Fig. 1: routing congestion map
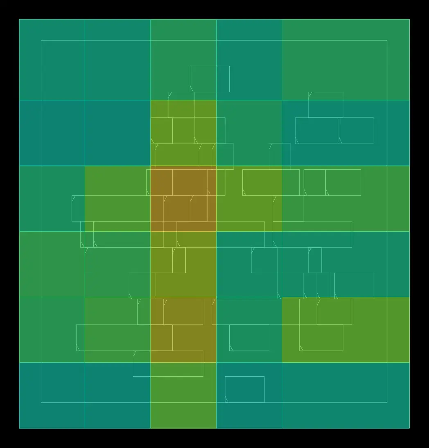
Fig. 2: pin placement
Drawn at 8 px/um. Pins as bars across the die edge, other pins in gray.
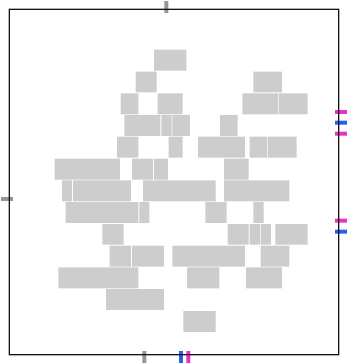
Fig. 3: routed metal per tile
Drawn at 8 px/um. The die is cut into 8 by 9 equal tiles; black is low, pale yellow is high, scaled to the fullest tile. Values are wire area over tile area, all layers added.
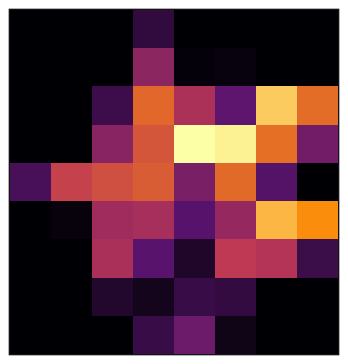
### src/rtl/serial_mod_checker_mod_step.sv
// Modular add: (a + addend) reduced by one conditional subtract of N; needs a < N, addend <= N.
module mod_step #(
  parameter int W = 3,
  parameter int N = 5
) (
  input  logic [W-1:0] a,
  input  logic [W:0]   addend,
  output logic [W-1:0] y
);

  localparam logic [W+1:0] NV = (W+2)'(N);

  logic [W+1:0] sum;

  assign sum = {2'b00, a} + {1'b0, addend};
  assign y   = W'((sum >= NV) ? (sum - NV) : sum);

endmodule

### config.mk
export PLATFORM = sky130hd
export DESIGN_NAME = mod_step
export DESIGN_NICKNAME = d
export VERILOG_FILES = /design/src/rtl/serial_mod_checker_mod_step.sv
export SDC_FILE = /design/constraint.sdc
export NUM_CORES = 1
export LEC_CHECK = 0
export CORE_AREA = 2 2 39 41
export DETAILED_ROUTE_END_ITERATION = 8
export DIE_AREA = 0 0 41 43
export GPL_ROUTABILITY_DRIVEN = 0
export PLACE_DENSITY = 0.37
export SYNTH_ARGS = -nofsm -noshare
export SYNTH_HDL_FRONTEND = slang
export SYNTH_SLANG_ARGS = --single-unit
### constraint.sdc
create_clock -name vclk -period 2.4
set_clock_uncertainty 0.2 [all_clocks]
set_input_delay 0.24 -clock vclk [all_inputs]
set_output_delay 0.24 -clock vclk [all_outputs]
set_load 0.05 [all_outputs]
==> Slide: Implementation Results <==
Implementation Results

Yosys
  • Main logic family: adder cells
  • Yosys simple share: 0.170
  • Area share of the largest cell type after synthesis: 0.303
  • AO/OA Area Share: 0.206
  • # Cells Yosys: 26
  • Area leader, netlist: ha_1
  • Mapped Avg Cell Area: 7.94 um2
  • Largest cells by area after synthesis: ha_1 30%, fa_1 9.7%, inv_1 9.1%
  • Mux share: 0.0485

Global route
  • Pin count of the biggest net entering global routing: 5
  • Grt total ovfl: 0
  • Met2 Track Usage GR: 0.106
  • Initial antenna violation count: 0

Route
  • ANT nets after route: 0
  • Met2 WL: 250 um

Critical path
  • CP Depth: 11
  • WP buf/inv: 4
  • Sequence of cells on the critical path: buf_6 > ha_4 > inv_2 > fa_2 > ha_4 > nor2_4 > nand2_2 > a22oi_2 > buf_4 > xnor2_4 > buf_12
  • Slowest CP cell: fa_2
  • Crit path top cell by count: ha_4
  • Endpoint class of the critical path: output pin

Min path
  • Min-Delay Path Class: input pin to output pin
  • Worst-case hold path end point: y[0]

Cells and area
  • Flops: 0
  • Flop share of the area: 0
  • Share of layout cells above drive strength 1: 0.595
  • P&R area growth vs syn: 135%
  • Fill count: 147
  • Post-layout nets: 57

Floorplanning
  • Row cnt: 14

Pwr
  • Pwr Density: 482 nW/um2
  • Clk pwr share: 0
  • Psw: 113 uW
  • Comb group: 234 uW

Timing
  • Fin Hold WS: 869 ps
  • PnR worst setup slack: -86.6 ps
  • Least-Margin Pin Slew: 260 ps
  • Final Hold Fails: 0
  • Slew margin rel.: 0.827
  • Fin. max-slew vios: 0
  • Final setup viols: 3

Clock tree
  • Hold Buf Count CTS: 0

Status
  • Status: complete, but fails checks
  • Failing checks: negative setup slack
## Picture notes: Fig. 1
wire length per cell: 8.36 um
met3 Usage GRT: 0

## Picture notes: Fig. 2
- magenta: addend (pins 4; direction input; edge 3 right, 1 bottom)
- blue: a (pins 3; direction input; edge 2 right, 1 bottom)
IO buf count: 10
Die X: 41 um
vertical die size: 43 um

## Picture notes: Fig. 3
- tiles over half the peak: 19%
- nearly empty tiles: 43%
- mean over tiles: 0.045
vias: 243
gr usage total: 0.0599
final wirelength: 485 um

Power figures rest on the tool's default switching activity, not on a simulated workload.
